**config.mk**
```make
export PLATFORM = sky130hd
export DESIGN_NAME = mem_arbiter_flat
export DESIGN_NICKNAME = d
export VERILOG_FILES = /design/src/rtl/mem_arbiter_pkg.sv /design/src/rtl/mem_arbiter_if.sv /design/src/rtl/mem_arbiter_block_word_counter.sv /design/src/rtl/mem_arbiter.sv /design/src/flat_wrapper.sv
export SDC_FILE = /design/constraint.sdc
export NUM_CORES = 1
export LEC_CHECK = 0
export ABC_AREA = 1
export CAP_MARGIN = 20
export CORE_MARGIN = 4
export CORE_UTILIZATION = 40
export CTS_BUF_LIST = sky130_fd_sc_hd__clkbuf_8 sky130_fd_sc_hd__clkbuf_16
export CTS_CLUSTER_SIZE = 28
export DETAILED_ROUTE_END_ITERATION = 16
export PLACE_DENSITY = 0.81
export RECOVER_POWER = 50
export SETUP_SLACK_MARGIN = 0.3
export SYNTH_ARGS = -nofsm -noshare
export SYNTH_HDL_FRONTEND = slang
export SYNTH_SLANG_ARGS = --single-unit
```
**constraint.sdc**
```tcl
create_clock -name clk -period 2 [get_ports clk]
set_input_delay 0.3 -clock clk [delete_from_list [all_inputs] [get_ports clk]]
set_output_delay 0.3 -clock clk [all_outputs]
set_load 0.01 [all_outputs]
```
**src/rtl/mem_arbiter_pkg.sv**
```systemverilog
// Shared types and constants for the memory arbiter.
package mem_arb_pkg;

  localparam int unsigned ADDR_W      = 16;
  localparam int unsigned DATA_W      = 16;
  localparam int unsigned BLOCK_WORDS = 8;
  localparam int unsigned WORD_IDX_W  = $clog2(BLOCK_WORDS);

  // Byte-offset bits inside one block (word addresses step by 2).
  localparam logic [ADDR_W-1:0] BLOCK_OFFSET_MASK = ADDR_W'(2 * BLOCK_WORDS - 1);

  typedef enum logic [1:0] {
    IDLE    = 2'd0,
    FILL_I  = 2'd1,
    FILL_D  = 2'd2,
    WRITE_D = 2'd3
  } state_t;

  // Word address of entry idx inside the block containing base.
  function automatic logic [ADDR_W-1:0] fill_addr(input logic [ADDR_W-1:0]     base,
                                                  input logic [WORD_IDX_W-1:0] idx);
    return (base & ~BLOCK_OFFSET_MASK) | ADDR_W'({idx, 1'b0});
  endfunction

endpackage

```
**src/rtl/mem_arbiter_if.sv**
```systemverilog
// Cache-side and memory-side signals of the memory arbiter.
interface mem_arbiter_if;
  import mem_arb_pkg::*;

  logic                  i_req;
  logic [ADDR_W-1:0]     i_addr;
  logic                  d_req;
  logic                  d_wr;
  logic [ADDR_W-1:0]     d_addr;
  logic [DATA_W-1:0]     d_wdata;
  logic                  i_fill_valid;
  logic                  d_fill_valid;
  logic [WORD_IDX_W-1:0] fill_idx;
  logic [DATA_W-1:0]     fill_data;
  logic                  i_done;
  logic                  d_done;
  logic                  mem_enable;
  logic                  mem_wr;
  logic [ADDR_W-1:0]     mem_addr;
  logic [DATA_W-1:0]     mem_wdata;
  logic [DATA_W-1:0]     mem_rdata;
  logic                  mem_rvalid;
  logic                  busy;

  // Arbiter view.
  modport master (
    input  i_req, i_addr, d_req, d_wr, d_addr, d_wdata, mem_rdata, mem_rvalid,
    output i_fill_valid, d_fill_valid, fill_idx, fill_data, i_done, d_done,
           mem_enable, mem_wr, mem_addr, mem_wdata, busy
  );

  // Cache controllers and memory model view.
  modport slave (
    output i_req, i_addr, d_req, d_wr, d_addr, d_wdata, mem_rdata, mem_rvalid,
    input  i_fill_valid, d_fill_valid, fill_idx, fill_data, i_done, d_done,
           mem_enable, mem_wr, mem_addr, mem_wdata, busy
  );

endinterface

```
**src/rtl/mem_arbiter_block_word_counter.sv**
```systemverilog
// Word counter within one cache block: clear, enable, terminal flag.
module block_word_counter
  import mem_arb_pkg::*;
(
  input  logic                  clk,
  input  logic                  rst,
  input  logic                  clr,
  input  logic                  en,
  output logic [WORD_IDX_W-1:0] count,
  output logic                  last_c
);

  // Count words; wraps to zero after the last word of the block.
  always_ff @(posedge clk or posedge rst) begin
    if (rst) begin
      count <= '0;
    end else if (clr) begin
      count <= '0;
    end else if (en) begin
      count <= count + WORD_IDX_W'(1);
    end
  end

  assign last_c = (count == WORD_IDX_W'(BLOCK_WORDS - 1));

endmodule

```
**src/rtl/mem_arbiter.sv**
```systemverilog
// Memory arbiter: serializes I/D block fills and D single-word writes onto
// one pipelined memory. Optional macro MEM_ARB_RR_EN selects round-robin
// arbitration instead of fixed D-over-I priority.
module mem_arbiter
  import mem_arb_pkg::*;
(
  input  logic          clk,
  input  logic          rst,
  mem_arbiter_if.master bus
);

  state_t                state;
  state_t                state_next;
  logic [ADDR_W-1:0]     base;
  logic [DATA_W-1:0]     wdata;
  logic                  iss_done;
  logic [WORD_IDX_W-1:0] iss;
  logic [WORD_IDX_W-1:0] ret;
  logic                  iss_last;
  logic                  ret_last;
  logic                  grant_i;
  logic                  grant_d;
  logic                  in_fill;
  logic                  idle;
`ifdef MEM_ARB_RR_EN
  logic                  last_grant;  // 1 = D side granted most recently
`endif

  assign idle    = (state == IDLE);
  assign in_fill = (state == FILL_I) || (state == FILL_D);

  block_word_counter u_iss (
    .clk    (clk),
    .rst    (rst),
    .clr    (idle),
    .en     (in_fill && !iss_done),
    .count  (iss),
    .last_c (iss_last)
  );

  block_word_counter u_ret (
    .clk    (clk),
    .rst    (rst),
    .clr    (idle),
    .en     (in_fill && bus.mem_rvalid),
    .count  (ret),
    .last_c (ret_last)
  );

  // State register.
  always_ff @(posedge clk or posedge rst) begin
    if (rst) begin
      state <= IDLE;
    end else begin
      state <= state_next;
    end
  end

  // Latch the granted address/data and track issue completion.
  always_ff @(posedge clk or posedge rst) begin
    if (rst) begin
      base     <= '0;
      wdata    <= '0;
      iss_done <= 1'b0;
`ifdef MEM_ARB_RR_EN
      last_grant <= 1'b0;
`endif
    end else begin
      if (grant_d) begin
        base  <= bus.d_addr;
        wdata <= bus.d_wdata;
      end else if (grant_i) begin
        base <= bus.i_addr;
      end
      if (idle) begin
        iss_done <= 1'b0;
      end else if (in_fill && !iss_done && iss_last) begin
        iss_done <= 1'b1;
      end
`ifdef MEM_ARB_RR_EN
      if (grant_d || grant_i) begin
        last_grant <= grant_d;
      end
`endif
    end
  end

  // Arbitration, next state and memory/cache-side outputs.
  always_comb begin
    state_next       = state;
    grant_i          = 1'b0;
    grant_d          = 1'b0;
    bus.i_fill_valid = 1'b0;
    bus.d_fill_valid = 1'b0;
    bus.fill_idx     = '0;
    bus.fill_data    = '0;
    bus.i_done       = 1'b0;
    bus.d_done       = 1'b0;
    bus.mem_enable   = 1'b0;
    bus.mem_wr       = 1'b0;
    bus.mem_addr     = '0;
    bus.mem_wdata    = '0;
    bus.busy         = !idle;
    case (state)
      IDLE: begin
`ifdef MEM_ARB_RR_EN
        if (bus.d_req && bus.i_req) begin
          grant_d = !last_grant;
          grant_i = last_grant;
        end else begin
          grant_d = bus.d_req;
          grant_i = bus.i_req;
        end
`else
        grant_d = bus.d_req;
        grant_i = bus.i_req && !bus.d_req;
`endif
        if (grant_d) begin
          state_next = bus.d_wr ? WRITE_D : FILL_D;
        end else if (grant_i) begin
          state_next = FILL_I;
        end
      end
      FILL_I, FILL_D: begin
        bus.mem_enable = !iss_done;
        if (!iss_done) begin
          bus.mem_addr = fill_addr(base, iss);
        end
        bus.fill_idx     = ret;
        bus.fill_data    = bus.mem_rdata;
        bus.i_fill_valid = (state == FILL_I) && bus.mem_rvalid;
        bus.d_fill_valid = (state == FILL_D) && bus.mem_rvalid;
        if (bus.mem_rvalid && ret_last) begin
          state_next = IDLE;
          bus.i_done = (state == FILL_I);
          bus.d_done = (state == FILL_D);
        end
      end
      WRITE_D: begin
        bus.mem_enable = 1'b1;
        bus.mem_wr     = 1'b1;
        bus.mem_addr   = base & ~ADDR_W'(1);
        bus.mem_wdata  = wdata;
        bus.d_done     = 1'b1;
        state_next     = IDLE;
      end
      default: state_next = IDLE;
    endcase
  end

endmodule

```
**src/flat_wrapper.sv**
```systemverilog
// flat-port wrapper written by rule: the top's interface ports become plain ports
module mem_arbiter_flat import mem_arb_pkg::*;
  (clk, rst, bus_i_req, bus_i_addr, bus_d_req, bus_d_wr, bus_d_addr, bus_d_wdata, bus_mem_rdata, bus_mem_rvalid, bus_i_fill_valid, bus_d_fill_valid, bus_fill_idx, bus_fill_data, bus_i_done, bus_d_done, bus_mem_enable, bus_mem_wr, bus_mem_addr, bus_mem_wdata, bus_busy);
  mem_arbiter_if bus_i ();
  input  logic clk;
  input  logic rst;
  input wire logic [$bits(bus_i.i_req)-1:0] bus_i_req;
  input wire logic [$bits(bus_i.i_addr)-1:0] bus_i_addr;
  input wire logic [$bits(bus_i.d_req)-1:0] bus_d_req;
  input wire logic [$bits(bus_i.d_wr)-1:0] bus_d_wr;
  input wire logic [$bits(bus_i.d_addr)-1:0] bus_d_addr;
  input wire logic [$bits(bus_i.d_wdata)-1:0] bus_d_wdata;
  input wire logic [$bits(bus_i.mem_rdata)-1:0] bus_mem_rdata;
  input wire logic [$bits(bus_i.mem_rvalid)-1:0] bus_mem_rvalid;
  output wire logic [$bits(bus_i.i_fill_valid)-1:0] bus_i_fill_valid;
  output wire logic [$bits(bus_i.d_fill_valid)-1:0] bus_d_fill_valid;
  output wire logic [$bits(bus_i.fill_idx)-1:0] bus_fill_idx;
  output wire logic [$bits(bus_i.fill_data)-1:0] bus_fill_data;
  output wire logic [$bits(bus_i.i_done)-1:0] bus_i_done;
  output wire logic [$bits(bus_i.d_done)-1:0] bus_d_done;
  output wire logic [$bits(bus_i.mem_enable)-1:0] bus_mem_enable;
  output wire logic [$bits(bus_i.mem_wr)-1:0] bus_mem_wr;
  output wire logic [$bits(bus_i.mem_addr)-1:0] bus_mem_addr;
  output wire logic [$bits(bus_i.mem_wdata)-1:0] bus_mem_wdata;
  output wire logic [$bits(bus_i.busy)-1:0] bus_busy;
  assign bus_i.i_req = bus_i_req;
  assign bus_i.i_addr = bus_i_addr;
  assign bus_i.d_req = bus_d_req;
  assign bus_i.d_wr = bus_d_wr;
  assign bus_i.d_addr = bus_d_addr;
  assign bus_i.d_wdata = bus_d_wdata;
  assign bus_i.mem_rdata = bus_mem_rdata;
  assign bus_i.mem_rvalid = bus_mem_rvalid;
  assign bus_i_fill_valid = bus_i.i_fill_valid;
  assign bus_d_fill_valid = bus_i.d_fill_valid;
  assign bus_fill_idx = bus_i.fill_idx;
  assign bus_fill_data = bus_i.fill_data;
  assign bus_i_done = bus_i.i_done;
  assign bus_d_done = bus_i.d_done;
  assign bus_mem_enable = bus_i.mem_enable;
  assign bus_mem_wr = bus_i.mem_wr;
  assign bus_mem_addr = bus_i.mem_addr;
  assign bus_mem_wdata = bus_i.mem_wdata;
  assign bus_busy = bus_i.busy;
  mem_arbiter u_core (.clk(clk), .rst(rst), .bus(bus_i));
endmodule
```
==> impl_metrics.ini, run 1 <==
; generated from flow reports
[clocking]
cts_setup_buffers = 2
ctsHoldBuffers = 0
h-tree-depth = 2
cts-root-buf = clkbuf_8
numCtsBuffers = 5
clockBufferDepth = 2
cts_tree = done
clock-sinks = 40
clkSlewWorstSetupHoldPaths_ps = 70
cts_resized = 211

[setup_path]
slowest_delay_ps = 400
crit_buf_inv = 5
cp_slowest_cell = dfrtp_1
endpoint_kind = output port
path_class = flop to output port
startpoint_type = flop
required_ps = 1700
crit_fanout = 7
crit_top_cell = buf_6
critPathTopFamily = buffers and inverters
arrival_ps = 1700
crit_chain = buf_6 > buf_6 > ha_4 > o21ai_4 > buf_6 > buf_12 > nor2_2 > buf_2

[final_timing]
drv_slew = 0
fin_skew_ps = 11.80
setup_viol = 1
slew_headroom_pct = 33.53
rsz0062_at_grt = true
fin_crit_sh_pct = 100.2
period_needed_ps = 2004
worst_slack_ps = -3.693
tightest_slew_ps = 997.1
finalHoldViolations = 0
fin_setup_tns_ps = -3.693
holdWs_ps = 483.8
fmax_mhz = 499.1

[pwr]
comb-power_uw = 4260
p_int_uw = 3807
seq_power_uw = 1450
maxPowerGroup = combinational cells
vdd_drop_max_mv = 0.7059
power_density_mw_per_mm2 = 1397
p_comb_share_pct = 65.7
p_sw_share_pct = 41.18
seqPwrFrac_pct = 22.4
switchingPower_uw = 2665
total_leakage_power_uw = 0.002611

[cells_and_area]
final_cells = 594
dominant_cells = non-clock buffers
clock_buffers = 5
logic_gates = 247
mi_logic_area_mm2 = 0.001361
layout.nonclk_buf_share_pct = 39.03
area_growth_pct = 87.63
clockNetworkAreaShare_pct = 2.782
final_layout_size_suffix_gt1_share_pct = 31.60
n_all_buffers = 162
sh_comb_area_pct = 29.39
seq-cell-share_pct = 21.61
diodes = 0
flop_area_mm2 = 0.001001
nets = 598
nNonClkInverters = 63

[global_routing]
antenna_found_initial = 0
grt_use_total_pct = 20.51
use_met3_pct = 4.087
grt_pass1_wl_um = 12250
grt_use_met1_pct = 25.45
gr-total-overflow = 0
grt_pass1_vias = 2609
top_usage_layer = met2
grtUsageMet2_pct = 36.30
grt_max_degree = 41

[die]
fp_util_pct = 41.45
core_area_mm2 = 0.005956
taps = 75
io_pins = 128
die_area_mm2 = 0.007493
die_w_um = 86.56
die_y_um = 86.56
row_count = 28

[yosys]
postSynthCellCount = 371
synth-seq-cells = 40
syn_area_mm2 = 0.002469
ys_top_cells_by_count = nand2_1 (171), inv_1 (61), dfrtp_1 (40), nand3_1 (33), nor2_1 (17)
ys_dominant_reg_cell = dfrtp_1
synth-simple-area-share_pct = 36.29
syn_avg_cell_area_um2 = 6.654
ys_sh_adder_pct = 4.562
edf_count = 0
synthXorXnorAreaFrac_pct = 0.3548
top_area_share_pct = 40.55
synth_stat.cells = 371
async_flop_share_pct = 100.0
top_logic_kind = simple AND/OR/NAND/NOR gates
most_common_cell = nand2_1
seq_area_frac_synth_pct = 40.55
yosys_area_mm2 = 0.002469
synth.area.top_cells = dfrtp_1 (41%), nand2_1 (26%), inv_1 (9.3%)
yosys_warnings = 0
mux_share_pct = 0
synth_top_cell_by_area = dfrtp_1
syn-num-nets = 450
ys_sh_aoi_pct = 3.041
ys_types = 19

[drt]
wl_per_cell_um = 14.69
antenna_left = 0
avgViaCountPerCell = 4.816
firstDrtPassIters = 4
drtIter0Drc = 135
route.vias.total = 2861
route.detailed.drc = 0
wl_um = 8728

[placement]
pre_cts_ws_ps = -35.12
place_congestion = 0.7569
place_inst = 569
port-buffer-count = 124
hpwl_um = 5341

[run]
drv_cap = 0
warning_count = 34

[run_status]
violations = setup timing
outcome = complete, but fails checks

[hold_path]
hp-class = flop to flop
[run 1: through the flow]
| step | cell area (um^2) | total power (uW) | utilization (%) |
|---|---|---|---|
| detailed placement | 3871 | 4344 | 65.00 |
| global route | 4632 | 6897 | 77.77 |
| finish | 4632 | 6472 | 77.77 |
| floorplan | 2469 | 2968 | - |
| CTS | 4113 | 5429 | 69.05 |
| global placement | 3871 | 4249 | 65.00 |
[run 1: per-layer routing]
| metal | part of all wire (%) | vias to the layer above |
|---|---|---|
| met1 | 38 | 1357 |
| met2 | 55 | 90 |
| li1 | - | 1393 |
| met3 | 4.4 | 21 |
| met4 | 2.1 | 0 |
| met5 | 0 | - |
[run 1: final timing paths]
| kind | startpoint | endpoint | slack, ps | cells after the start |
|---|---|---|---|---|
| max | u_core.state[1] | bus_mem_addr[13] | -4 | 8 |
| min | u_core.base[11] | u_core.base[11] | 480 | 2 |
| max reg2reg | u_core.state[1] | u_core.base[15] | 380 | 11 |
| min reg2reg | u_core.base[11] | u_core.base[11] | 480 | 2 |
| max in group asynchronous | rst | u_core.base[10] | 620 | 3 |
| min in group asynchronous | rst | u_core.wdata[4] | 760 | 3 |
[run 1: sequential cells by signal, summed over array words and instances, names as in the netlist]
signal              count
u_core.base            15
u_core.iss_done         1
u_core.state            2
u_core.u_iss.count      3
u_core.u_ret.count      3
u_core.wdata           16
[run 1: cells in the final DEF (no fill, tap or decap), drive strengths merged]
cell type,count
a21oi,10
buf,68
bufinv,2
clkbuf,14
clkdlybuf4s15,18
clkdlybuf4s50,66
clkinv,1
conb,1
dfrtp,40
dlygate4sd3,1
ha,9
inv,62
nand2,171
nand3,33
nand3b,1
nand4,1
nor2,18
o21ai,2
xor2,1
==> run_1/placed.png <==
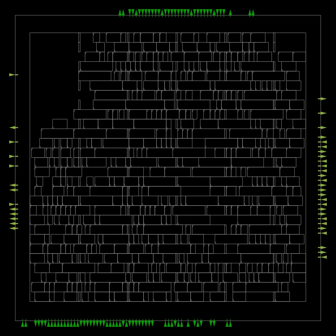
Flops: 40
FILL cells: 392

==> run_1/pinout.png <==
Pins as bars across the die edge, other pins in gray.
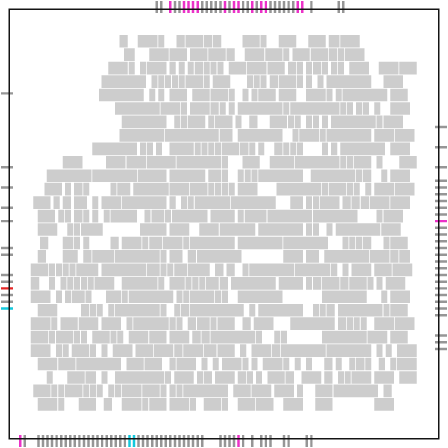
color	port	pins	direction	edge
red	bus_d_done	1	output	left
cyan	bus_fill_idx	3	output	2 bottom, 1 left
magenta	bus_d_addr	16	input	13 top, 2 bottom, 1 right
all pins by edge	53 bottom, 35 top, 27 right, 13 left

==> run_1/clock_wires.png <==
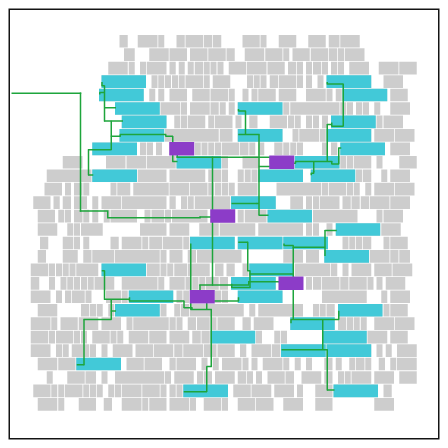
[green] clock wires | length: 466 um
[cyan] flip-flops | count: 40
[purple] clock-net drivers | count: 5
routed clock nets	6
clock latency on the worst-skew pair: 290 ps
Power Clock: 766 uW
clock share of power: 11.8%

==> run 2: changes to the inputs <==
ABC_CLOCK_PERIOD_IN_PS = 2000   (was unset)
==> run 2 against run 1 <==
Compared with the run above:
- the run still ends with setup timing left
- design area is the same
- sequential power is essentially flat
- final cell count did not move
- critical endpoint unchanged
- largest cell class unchanged
- largest power group unchanged
==> impl_metrics.ini, run 2 <==
; generated from flow reports
[final_timing]
tightest_slew_ps = 997.1
setup_viol = 1
fin_skew_ps = 11.80
fmax_mhz = 499.1
worst_slack_ps = -3.693
slew_headroom_pct = 33.53
holdWs_ps = 483.8

[hold_path]
hp-class = flop to flop
holdPathEnd = u_core.base[11]
hold_depth = 2

[cells_and_area]
diodes = 0
mi_logic_area_mm2 = 0.001361
lay_top_cells = nand2_1 (153), clkdlybuf4s50_1 (66), dfrtp_1 (40), inv_1 (39), buf_6 (35)
regMostFlops = u_core.wdata
final_cells = 594
flop_area_mm2 = 0.001001
largest_register_ff_count = 16
layout_top_cell = nand2_1
nets = 598
area_growth_pct = 87.63
final_layout_size_suffix_gt1_share_pct = 31.60

[yosys]
ys_top_cells_by_count = nand2_1 (171), inv_1 (61), dfrtp_1 (40), nand3_1 (33), nor2_1 (17)
syn_area_mm2 = 0.002469
seq_area_frac_synth_pct = 40.55
yosys_area_mm2 = 0.002469
synth-seq-cells = 40
most_common_cell = nand2_1
async_flop_share_pct = 100.0
edf_count = 0
syn_avg_cell_area_um2 = 6.654
postSynthCellCount = 371
ys_dominant_reg_cell = dfrtp_1
syn-num-nets = 450
top_area_share_pct = 40.55
synth_stat.cells = 371
synth.area.top_cells = dfrtp_1 (41%), nand2_1 (26%), inv_1 (9.3%)

[drt]
wl_per_cell_um = 14.69
route.detailed.drc = 0
avgViaCountPerCell = 4.816
route.vias.total = 2861
firstDrtPassIters = 4
antenna_left = 0
drtIter0Drc = 135
wl_um = 8728

[pwr]
vdd_drop_max_mv = 0.7059
total_leakage_power_uw = 0.002611
power_density_mw_per_mm2 = 1397

[global_routing]
grt_pass1_wl_um = 12250
antenna_found_initial = 0
gr-total-overflow = 0
grt_pass1_vias = 2609

[placement]
place_inst = 569
place_congestion = 0.7569

[setup_path]
reg2reg_slack_ps = 380
reg2reg_to = u_core.base[15]
endpoint_kind = output port
required_ps = 1700
startpoint_type = flop
critPathLaunch = u_core.state[1]
crit_fanout = 7
rr_startpoint = u_core.state[1]

[run_status]
outcome = complete, but fails checks
violations = setup timing

[clocking]
cts_tree = done
cts-root-buf = clkbuf_8
cts_setup_buffers = 2
clock-sinks = 40
cts_resized = 211
clockBufferDepth = 2
clk_latency_ps = 290

[die]
fp_util_pct = 41.45
die_area_mm2 = 0.007493
-- run 2: power by group --
part / switching [uW] / total, uW / internal (uW)
Sequential: 289 / 1450 / 1160
Clock: 275 / 766 / 491
Combinational: 2100 / 4260 / 2150
Total: 2670 / 6470 / 3810
-- run 2: final cells by class --
class | count | area share, %
Multi-Input combinational cell | 247 | 29.39
Timing Repair Buffer | 162 | 39.03
Sequential cell | 40 | 21.61
Tap cell | 75 | 2.026
Clock inverter | 2 | 1.297
Clock buffer | 5 | 1.486
Inverter | 63 | 5.159
-- run 2: cell families (layout without fill, tap and decap cells) --
kind of cell               Yosys count  in the layout  synth area share, %
adders and majority gates            9              9                4.562
DFF                                 40             40                40.55
AOI/OAI and AO/OA                   12             12                3.041
and+or+nand+nor                    224            224                36.29
buffers and inverters               84            232                15.05
other                                1              1               0.1519
xor gates and xnor gates             1              1               0.3549
-- run 2: stage by stage --
stage | power (uW) | setup slack [ps] | cell area (um^2) | setup TNS, ps | utilization, %
after floorplan | 2968 | 300.7 | 2469 | 0 | -
after global routing | 6897 | -72.50 | 4632 | -799.5 | 77.77
after CTS | 5429 | -7.762 | 4113 | -53.50 | 69.05
after global placement | 4249 | 9.737 | 3871 | 0 | 65.00
after detailed placement | 4344 | -35.12 | 3871 | -67.75 | 65.00
final | 6472 | -3.693 | 4632 | -3.693 | 77.77
-- run 2: routing by layer --
metal  wire length (um)  GRT usage, %  part of all wire [%]  vias up
met4                187         5.382                   2.1        0
met1               3349         25.45                    38     1357
met3                382         4.087                   4.4       21
li1                   -             -                     -     1393
met2               4808         36.30                    55       90
met5                  0             0                     0        -
-- run 2: worst max-delay path, stage by stage, from the launching register on --
cell and delay, ps:
dfrtp_1 400, buf_6 120, buf_6 110, ha_4 170, o21ai_4 180, buf_6 130, buf_12 140, nor2_2 40
buf_2 130
==> run_2/pinout.png <==
Pins as bars across the die edge, other pins in gray.
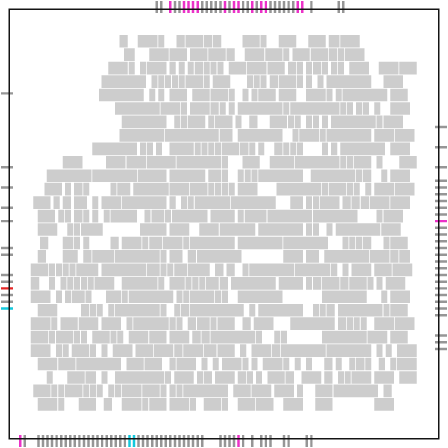
color	port	pins	direction	edge
red	bus_d_done	1	output	left
cyan	bus_fill_idx	3	output	2 bottom, 1 left
magenta	bus_d_addr	16	input	13 top, 2 bottom, 1 right
all pins by edge	53 bottom, 35 top, 27 right, 13 left
I/O Buffers: 124
Die Span Y: 86.56 um
die x size: 86.56 um

==> run_2/placed.png <==
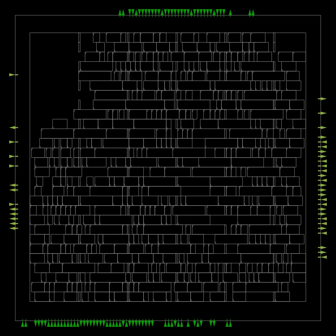
Core Footprint: 0.005956 mm^2
final core utilization: 77.77%
FP Rows: 28
Seq/total area: 21.61%

==> run_2/layers.png <==
The bar under the picture is 20 um long.
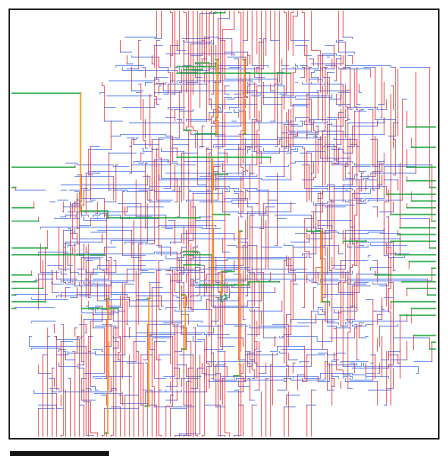
color	layer	wire length
red	M2	4,810 um
green	M3	382 um
orange	M4	188 um
blue	M1	3,350 um

==> run 3: changes to the inputs <==
HOLD_SLACK_MARGIN = 0.02   (was unset)
==> run 3 against run 2 <==
Compared with the run above:
- the run still ends with setup timing left
- worst hold slack stayed put
- setup slack unchanged
- combinational power about the same
- utilization unchanged
- final cell count is the same
- sequential share of layout area did not move
- synthesized cell count unchanged
- area after synthesis unchanged
- first-iteration DRC count did not move
- routed wire length did not move
- critical path type unchanged
==> impl_metrics.ini, run 3 <==
; generated from flow reports
[run_status]
outcome = complete, but fails checks
violations = setup timing

[final_timing]
setup_viol = 1
slew_headroom_pct = 33.53
tightest_slew_ps = 997.1
fmax_mhz = 499.1
fin_skew_ps = 11.80
worst_slack_ps = -3.693
fin_setup_tns_ps = -3.693

[cells_and_area]
flop_area_mm2 = 0.001001
final_area_mm2 = 0.004632
final_util_pct = 77.77
lay_top_cells = nand2_1 (153), clkdlybuf4s50_1 (66), dfrtp_1 (40), inv_1 (39), buf_6 (35)
diodes = 0
nets = 598
top_regs = u_core.wdata x16, u_core.base x15
mi_logic_area_mm2 = 0.001361
area_growth_pct = 87.63
layout_top_cell = nand2_1
final_layout_size_suffix_gt1_share_pct = 31.60
largest_register_ff_count = 16

[clocking]
cts_setup_buffers = 2
clockBufferDepth = 2
clock-sinks = 40
cts_tree = done
clk_latency_ps = 290
cts_resized = 211

[setup_path]
required_ps = 1700
slowest_delay_ps = 400
cp_slowest_cell = dfrtp_1
crit_top_cell = buf_6
crit_buf_inv = 5
critPathTopFamily = buffers and inverters
startpoint_type = flop
crit_fanout = 7
crit_chain = buf_6 > buf_6 > ha_4 > o21ai_4 > buf_6 > buf_12 > nor2_2 > buf_2
endpoint_kind = output port

[global_routing]
grt_pass1_wl_um = 12250
top_usage_layer = met2
gr-total-overflow = 0
grt_use_met1_pct = 25.45
grt_pass1_vias = 2609
use_met3_pct = 4.087
antenna_found_initial = 0
grtUsageMet2_pct = 36.30

[drt]
antenna_left = 0
drtIter0Drc = 135
route.detailed.drc = 0
wl_um = 8728
firstDrtPassIters = 4
avgViaCountPerCell = 4.816

[yosys]
yosys_area_mm2 = 0.002469
most_common_cell = nand2_1
seq_area_frac_synth_pct = 40.55
ys_top_cells_by_count = nand2_1 (171), inv_1 (61), dfrtp_1 (40), nand3_1 (33), nor2_1 (17)
synth-seq-cells = 40
synth.area.top_cells = dfrtp_1 (41%), nand2_1 (26%), inv_1 (9.3%)
async_flop_share_pct = 100.0
syn_area_mm2 = 0.002469
syn_avg_cell_area_um2 = 6.654
postSynthCellCount = 371
edf_count = 0
ys_dominant_reg_cell = dfrtp_1

[die]
die_area_mm2 = 0.007493
die_w_um = 86.56
io_pins = 128
fp_util_pct = 41.45
core_area_mm2 = 0.005956
die_y_um = 86.56
row_count = 28

[pwr]
vdd_drop_max_mv = 0.7059
power_density_mw_per_mm2 = 1397
total_power_uw = 6472

[hold_path]
hp-class = flop to flop

[placement]
port-buffer-count = 124
place_inst = 569
[run 3: cell counts after synthesis]
Identical to the previous run, type by type.
[run 3: final cells by class]
cell class	count	area share (%)
Timing Repair Buffer	162	39.03
Tap cell	75	2.026
Inverter	63	5.159
Sequential cell	40	21.61
Clock buffer	5	1.486
Clock inverter	2	1.297
Multi-Input combinational cell	247	29.39
[run 3: path summary, 6_finish.rpt]
check	cells after the start	start	end	slack (ps)
worst max-delay path	8	u_core.state[1]	bus_mem_addr[13]	-4
max in group asynchronous	3	rst	u_core.base[10]	620
worst max register to register	11	u_core.state[1]	u_core.base[15]	380
worst min register to register	2	u_core.base[11]	u_core.base[11]	480
min in group asynchronous	3	rst	u_core.wdata[4]	760
worst min-delay path	2	u_core.base[11]	u_core.base[11]	480
[run 3: where the power goes]
group | internal (uW) | switching (uW)
Combinational | 2150 | 2100
Sequential | 1160 | 289
Clock | 491 | 275
Total | 3810 | 2670
[run 3: cell families after synthesis]
| logic type | after synthesis | synth area share, % |
|---|---|---|
| xor gates and xnor gates | 1 | 0.3549 |
| and+or+nand+nor | 224 | 36.29 |
| adders and majority gates | 9 | 4.562 |
| AOI/OAI and AO/OA | 12 | 3.041 |
| other | 1 | 0.1519 |
| DFF | 40 | 40.55 |
| buffers and inverters | 84 | 15.05 |
[run 3: layer usage]
layer / share of wire, % / wire length (um)
met5: 0 / 0
met4: 2.1 / 187
met3: 4.4 / 382
met2: 55 / 4808
met1: 38 / 3349
[run 3: stage by stage]
| stage | hold WS, ps | setup WS (ps) |
|---|---|---|
| floorplan | 432.7 | 300.7 |
| global placement | 453.0 | 9.737 |
| detailed placement | 458.4 | -35.12 |
| CTS | 464.2 | -7.762 |
| global route | 515.7 | -72.50 |
| finish | 483.8 | -3.693 |
==> run_3/layers.png <==
The bar under the picture is 20 um long.
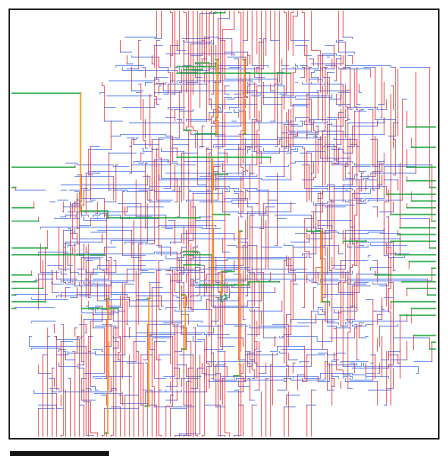
color	layer	wire length
green	M3	382 um
orange	M4	188 um
blue	M1	3,350 um
red	M2	4,810 um
GR Util All Layers: 20.51%
DR WL/cell: 14.69 um
Vias: 2,861

==> run_3/pinout.png <==
Pins as bars across the die edge, other pins in gray.
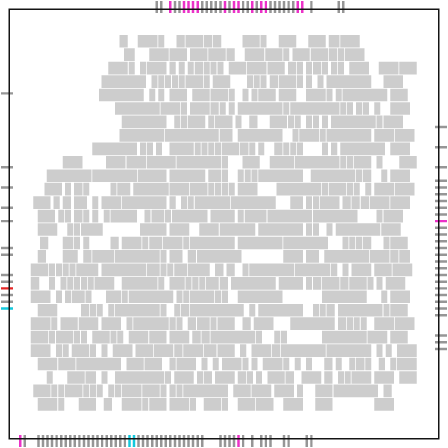
color	port	pins	direction	edge
cyan	bus_fill_idx	3	output	2 bottom, 1 left
magenta	bus_d_addr	16	input	13 top, 2 bottom, 1 right
red	bus_d_done	1	output	left

==> run_3/placed.png <==
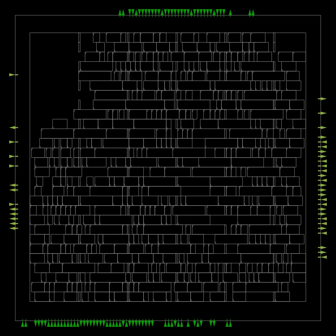
well tap count: 75
final std cells w/o fill: 594

Power is estimated from default activity; no workload was simulated.
